### config.mk
export PLATFORM = sky130hd
export DESIGN_NAME = axi_rd_arbiter
export DESIGN_NICKNAME = d
export VERILOG_FILES = /design/src/rtl/axi_rd_arbiter.sv
export SDC_FILE = /design/constraint.sdc
export NUM_CORES = 1
export LEC_CHECK = 0
export CAP_MARGIN = 20
export CORE_AREA = 2 2 82 84
export CTS_BUF_LIST = sky130_fd_sc_hd__clkbuf_4 sky130_fd_sc_hd__clkbuf_8
export CTS_CLUSTER_SIZE = 40
export DETAILED_ROUTE_END_ITERATION = 10
export DIE_AREA = 0 0 84 86
export PLACE_DENSITY_LB_ADDON = 0.15
export SYNTH_ARGS = -nofsm -noshare
export SYNTH_HDL_FRONTEND = slang
export SYNTH_SLANG_ARGS = --single-unit
### constraint.sdc
create_clock -name clock -period 1.8 [get_ports clock]
set_input_delay 0.36 -clock clock [delete_from_list [all_inputs] [get_ports clock]]
set_output_delay 0.36 -clock clock [all_outputs]
set_load 0.05 [all_outputs]
### src/rtl/axi_rd_arbiter.sv
// Two-requester (IFU/LSU) AXI read-channel arbiter onto one shared memory port.
// Handles one outstanding read at a time: IDLE -> ADDR -> DATA -> IDLE.
module axi_rd_arbiter #(
   parameter int unsigned LSU_PRIO = 0
) (
   input  logic        clock,
   input  logic        reset,
   // IFU
   input  logic [31:0] ifu_araddr_i,
   input  logic        ifu_arvalid_i,
   output logic        ifu_arready_o,
   output logic [31:0] ifu_rdata_o,
   output logic [1:0]  ifu_rresp_o,
   output logic        ifu_rvalid_o,
   input  logic        ifu_rready_i,
   // LSU
   input  logic [31:0] lsu_araddr_i,
   input  logic        lsu_arvalid_i,
   output logic        lsu_arready_o,
   output logic [31:0] lsu_rdata_o,
   output logic [1:0]  lsu_rresp_o,
   output logic        lsu_rvalid_o,
   input  logic        lsu_rready_i,
   // shared memory
   output logic [31:0] m_araddr_o,
   output logic        m_arvalid_o,
   input  logic        m_arready_i,
   input  logic [31:0] m_rdata_i,
   input  logic [1:0]  m_rresp_i,
   input  logic        m_rvalid_i,
   output logic        m_rready_o,
   // status
   output logic [1:0]  grant_o,
   output logic        busy_o
);

   typedef enum logic [1:0] {
      IDLE = 2'd0,
      ADDR = 2'd1,
      DATA = 2'd2
   } state_t;

   state_t state_q, state_d;
   logic   owner_lsu_q, owner_lsu_d;
   logic   last_lsu_q, last_lsu_d;
   logic   owner_rready_c;

   assign owner_rready_c = owner_lsu_q ? lsu_rready_i : ifu_rready_i;

   // State register; last grant resets to LSU so IFU wins the first tie
   always_ff @(posedge clock) begin
      if (!reset) begin
         state_q     <= IDLE;
         owner_lsu_q <= 1'b0;
         last_lsu_q  <= 1'b1;
      end else begin
         state_q     <= state_d;
         owner_lsu_q <= owner_lsu_d;
         last_lsu_q  <= last_lsu_d;
      end
   end

   // Next-state and arbitration
   always_comb begin
      state_d     = state_q;
      owner_lsu_d = owner_lsu_q;
      last_lsu_d  = last_lsu_q;
      case (state_q)
         IDLE: begin
            if (ifu_arvalid_i || lsu_arvalid_i) begin
               state_d = ADDR;
               if (ifu_arvalid_i && lsu_arvalid_i)
                  owner_lsu_d = (LSU_PRIO != 0) ? 1'b1 : !last_lsu_q;
               else
                  owner_lsu_d = lsu_arvalid_i;
            end
         end
         ADDR: begin
            if (m_arready_i)
               state_d = DATA;
         end
         DATA: begin
            if (m_rvalid_i && owner_rready_c) begin
               state_d     = IDLE;
               owner_lsu_d = 1'b0;
               last_lsu_d  = owner_lsu_q;
            end
         end
         default: begin
            state_d     = IDLE;
            owner_lsu_d = 1'b0;
         end
      endcase
   end

   // Channel steering toward the current owner; everything else held at zero
   always_comb begin
      ifu_arready_o = 1'b0;
      ifu_rdata_o   = 32'h0;
      ifu_rresp_o   = 2'b00;
      ifu_rvalid_o  = 1'b0;
      lsu_arready_o = 1'b0;
      lsu_rdata_o   = 32'h0;
      lsu_rresp_o   = 2'b00;
      lsu_rvalid_o  = 1'b0;
      m_araddr_o    = 32'h0;
      m_arvalid_o   = 1'b0;
      m_rready_o    = 1'b0;
      grant_o       = 2'b00;
      busy_o        = 1'b0;
      case (state_q)
         ADDR: begin
            busy_o      = 1'b1;
            grant_o     = owner_lsu_q ? 2'b10 : 2'b01;
            m_arvalid_o = 1'b1;
            if (owner_lsu_q) begin
               m_araddr_o    = lsu_araddr_i;
               lsu_arready_o = m_arready_i;
            end else begin
               m_araddr_o    = ifu_araddr_i;
               ifu_arready_o = m_arready_i;
            end
         end
         DATA: begin
            busy_o     = 1'b1;
            grant_o    = owner_lsu_q ? 2'b10 : 2'b01;
            m_rready_o = owner_rready_c;
            if (owner_lsu_q) begin
               lsu_rvalid_o = m_rvalid_i;
               lsu_rdata_o  = m_rdata_i;
               lsu_rresp_o  = m_rresp_i;
            end else begin
               ifu_rvalid_o = m_rvalid_i;
               ifu_rdata_o  = m_rdata_i;
               ifu_rresp_o  = m_rresp_i;
            end
         end
         default: ;
      endcase
   end

endmodule

Fig. 1: wiring by layer
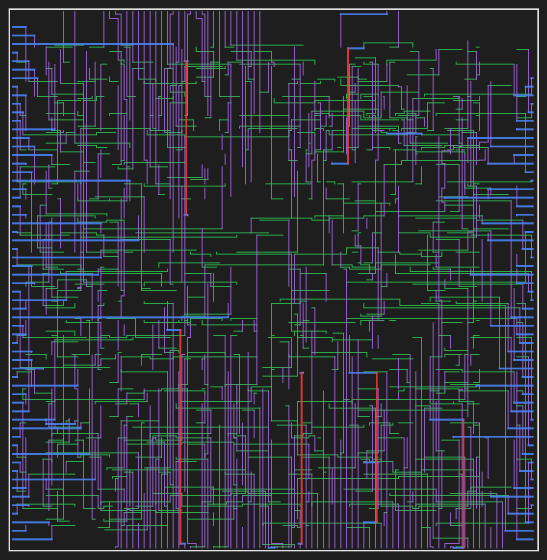
[green] metal 1 | wire length: 3100 um
[red] metal 4 | wire length: 148 um
[purple] metal 2 | wire length: 4820 um
[blue] metal 3 | wire length: 547 um
vias after detailed routing: 2275
Routed WL per cell: 17.76 um
All-Layer GR Usage: 22.53%

Fig. 2: placement view
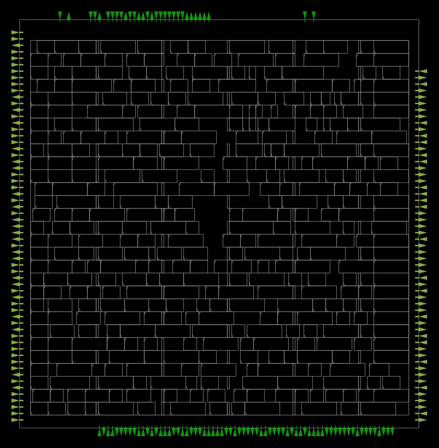
Final Util: 83.26%
number of flip-flops and latches: 4

Fig. 3: wiring heat map
The die is cut into 17 by 17 equal tiles; black is low, pale yellow is high, scaled to the fullest tile. Values are wire area over tile area, all layers added.
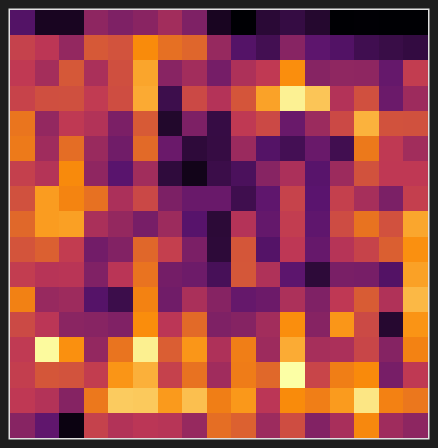
tiles over half the peak: 45%
mean over tiles: 0.19
emptiest ninth of the die: middle
final routed wirelength across all metal layers: 8.612 mm

Fig. 4: M1 wires
Supply wires on this layer in gray.
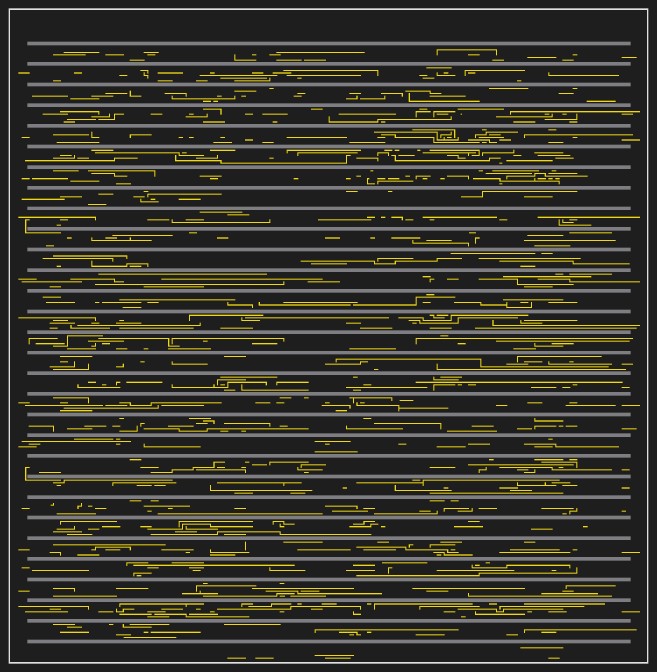
main direction: horizontal
wire length on this layer: 3100 um
share of all routed wire: 36%
nets with wire on the layer: 418
longest straight run: 28.5 um
met1 usage in global routing: 23.77%

==> out/results.txt <==
combinational share of power -> 92.8%
most frequent logic cell in the layout -> clkdlybuf4s50_1
Setup Crit Path Kind -> flip-flop to output port
estimated wirelength of the detail-placed design -> 7.098 mm
worst-skew pair later-pin latency -> 220 ps
Post-Synthesis Cell Area -> 0.001351 mm2
DRC violations left -> 0
WP buf/inv -> 4
share of the final layout cell area in sequential cells -> 1.652%
clock-pin slew on the worst setup and hold paths -> 30 ps
Max-slew headroom -> 60.23%
switching fraction of total power -> 48.34%
signed area change from the synthesized netlist to the final layout -> 286.8%
Hold WC Path Type -> flip-flop to flip-flop
non-filler instance count after layout -> 485
largest fanout on the critical path -> 34
Antenna Violating Nets Remaining -> 0
Clock Tree Buf Depth -> 2
non-clock buffer instance count of the final layout -> 233
sinks on the clock net -> 4
crit path launch type -> flip-flop
global-route wire length before repair -> 12.99 mm
Arrival @ worst endpoint -> 1470 ps
flops & latches, synth -> 4
number of multi-input logic gates -> 163
Tot Pwr -> 4.767 mW
Post-CTS Setup Bufs -> 1
CTS resizes -> 35
number of cells after detailed placement -> 477
synthesized chip area reported by yosys -> 0.001351 mm2
number of fill cells -> 350
Area leader share -> 25.93%
fraction of the yosys area taken by sequential cells -> 5.926%
required time of the critical path -> 1440 ps
fraction of layout instances using a drive strength above 1 -> 64.95%
fraction of area in clock buffers and inverters -> 0.7900%
final setup fails -> 27
count of unique library cells instantiated by Yosys -> 21
setup repair after global routing missed its margin -> true
Stages on worst setup path -> 7
cell at the root of the clock tree -> clkbuf_8
CP max stage delay -> 320 ps
cell types with the highest counts after synthesis -> and3_1, and2_1, mux2i_1, nor2b_1, clkbuf_1
largest area contributor in the netlist -> mux2i_1
Worst IR Drop VDD -> 0.0007680 V
CTS Hold Bufs -> 0
leading cell types in the layout, fill and taps excluded -> clkdlybuf4s50_1, buf_12, nor2b_4
Final period util -> 101.5%
nets in the synthesized netlist -> 300
delay-heaviest family, CP -> buffers and inverters
sequential power share -> 3.2%
number of port buffers -> 214
number of antenna violations at the first check in global routing -> 0
post-route minimum period -> 1828 ps
Clock Skews -> 3.063 ps
number of iterations in the first detailed-routing pass -> 4
number of enable-type register cells in the synthesized netlist -> 0
clock tree from TritonCTS -> yes
total cells reported by yosys after synthesis -> 191
area occupied by registers -> 86.33 um2
Max Cap Violations -> 0
Post-synth top flop -> dfxtp_1
crit path max-delay cell type -> dfxtp_2
sort of element at the end of the critical path -> output port
yosys warning tally -> 0
leftover overflow at the end of global routing -> 0
Critical Path, Cell by Cell -> inv_2 -> ha_2 -> inv_2 -> nor2_4 -> buf_12 -> and2_2 -> buf_12
routability cong. -> 0.8315
antenna cell count -> 0
total I/O pin count -> 215
fraction of power consumed by the clock network -> 4.0%
violated checks -> setup timing
via/cell ratio -> 4.691
synthesized netlist cell count -> 191
status -> complete, but fails checks
final slew viol count -> 0
biggest area contributors in the synthesized netlist -> mux2i_1, and3_1, and2_1, nor2b_1, dfxtp_1
number of placement rows -> 29
actual transition at the worst max-transition pin -> 595.3 ps
Inserted Clock Buffers -> 3
multi-input logic portion of the cell area -> 31.87%
final net count -> 519
Internal Power -> 2.463 mW
tapcell count -> 77
Sw Pwr -> 2.304 mW
core area -> 0.006277 mm2
y dimension of the die -> 86 um
cell area power density -> 912.2 mW/mm2
Mean Syn Cell Area -> 7.075 um2
worst-case reg-to-reg path depth -> 6
starting density of the core -> 21.53%
via count of the first global-routing pass -> 2352
Inverters, non-clock -> 5
post-synthesis async set-or-reset flop share -> 0%
die extent in x -> 84 um
die footprint -> 0.007224 mm2
static power due to leakage -> 2.153 nW
top-count cell post-synth -> and3_1
final setup margin -> -27.80 ps
Achievable Freq -> 547.1 MHz
combinational cell area excluding buffers and inverters -> 0.001665 mm2
worst hold path stage count -> 2
number of endpoints with negative hold slack in the final report -> 0
Signal buf overhead -> 63.49%
Clock buffer cells -> 3
H-Tree Depth -> 1
warning total across the stage logs -> 31
initial DRC count -> 56
Largest cell class -> buffers
pin count of the biggest net entering global routing -> 35
==> worst paths after layout <==
check,to,startpoint,slack [ps]
worst max-delay path,ifu_rdata_o[0],state_q[0],-30
worst min register to register,state_q[0],state_q[0],480
worst min-delay path,state_q[0],state_q[0],480
worst max register to register,state_q[1],state_q[0],150
==> through the flow <==
stage / instance area [um2] / setup slack, ps / setup TNS, ps / hold WS, ps
after floorplan: 1694 / -78.82 / -3980 / 431.8
after global placement: 4950 / -112.2 / -112.2 / 466.2
after detailed placement: 4950 / -154.9 / -183.0 / 483.5
after CTS: 5120 / -37.01 / -578.0 / 483.9
after global routing: 5226 / -92.90 / -4502 / 521.9
final: 5226 / -27.80 / -229.2 / 478.6
==> kinds of logic (layout without fill, tap and decap cells) <==
| family | after synthesis | after routing | synth area share, % |
|---|---|---|---|
| and+or+nand+nor | 119 | 119 | 53.52 |
| muxes | 35 | 35 | 25.93 |
| buffers and inverters | 24 | 241 | 6.944 |
| AOI/OAI and AO/OA | 6 | 6 | 4.908 |
| DFF | 4 | 4 | 5.926 |
| adders and majority gates | 3 | 3 | 2.778 |
==> metal layers <==
layer	wire, um	vias up	track usage [%]
met2	4819	138	45.96
met1	3097	1040	23.77
met5	0	-	0
met4	148	0	4.692
met3	546	12	4.235
li1	-	1085	-
==> power by group through the flow <==
stage          combinational [mW]  clock (mW)  sequential [mW]
2_1_floorplan                2.37           0            0.126
3_3_place_gp                 4.21           0            0.143
3_5_place_dp                 4.26           0            0.144
4_1_cts                      4.37       0.197            0.151
5_1_grt                      4.59       0.204            0.159
6_report                     4.42       0.192            0.153
==> flip-flops by register name, indices dropped and copies added (netlist names) <==
signal	cells
owner_lsu_q	1
state_q	2
last_lsu_q	1
Power is estimated from default activity; no workload was simulated.
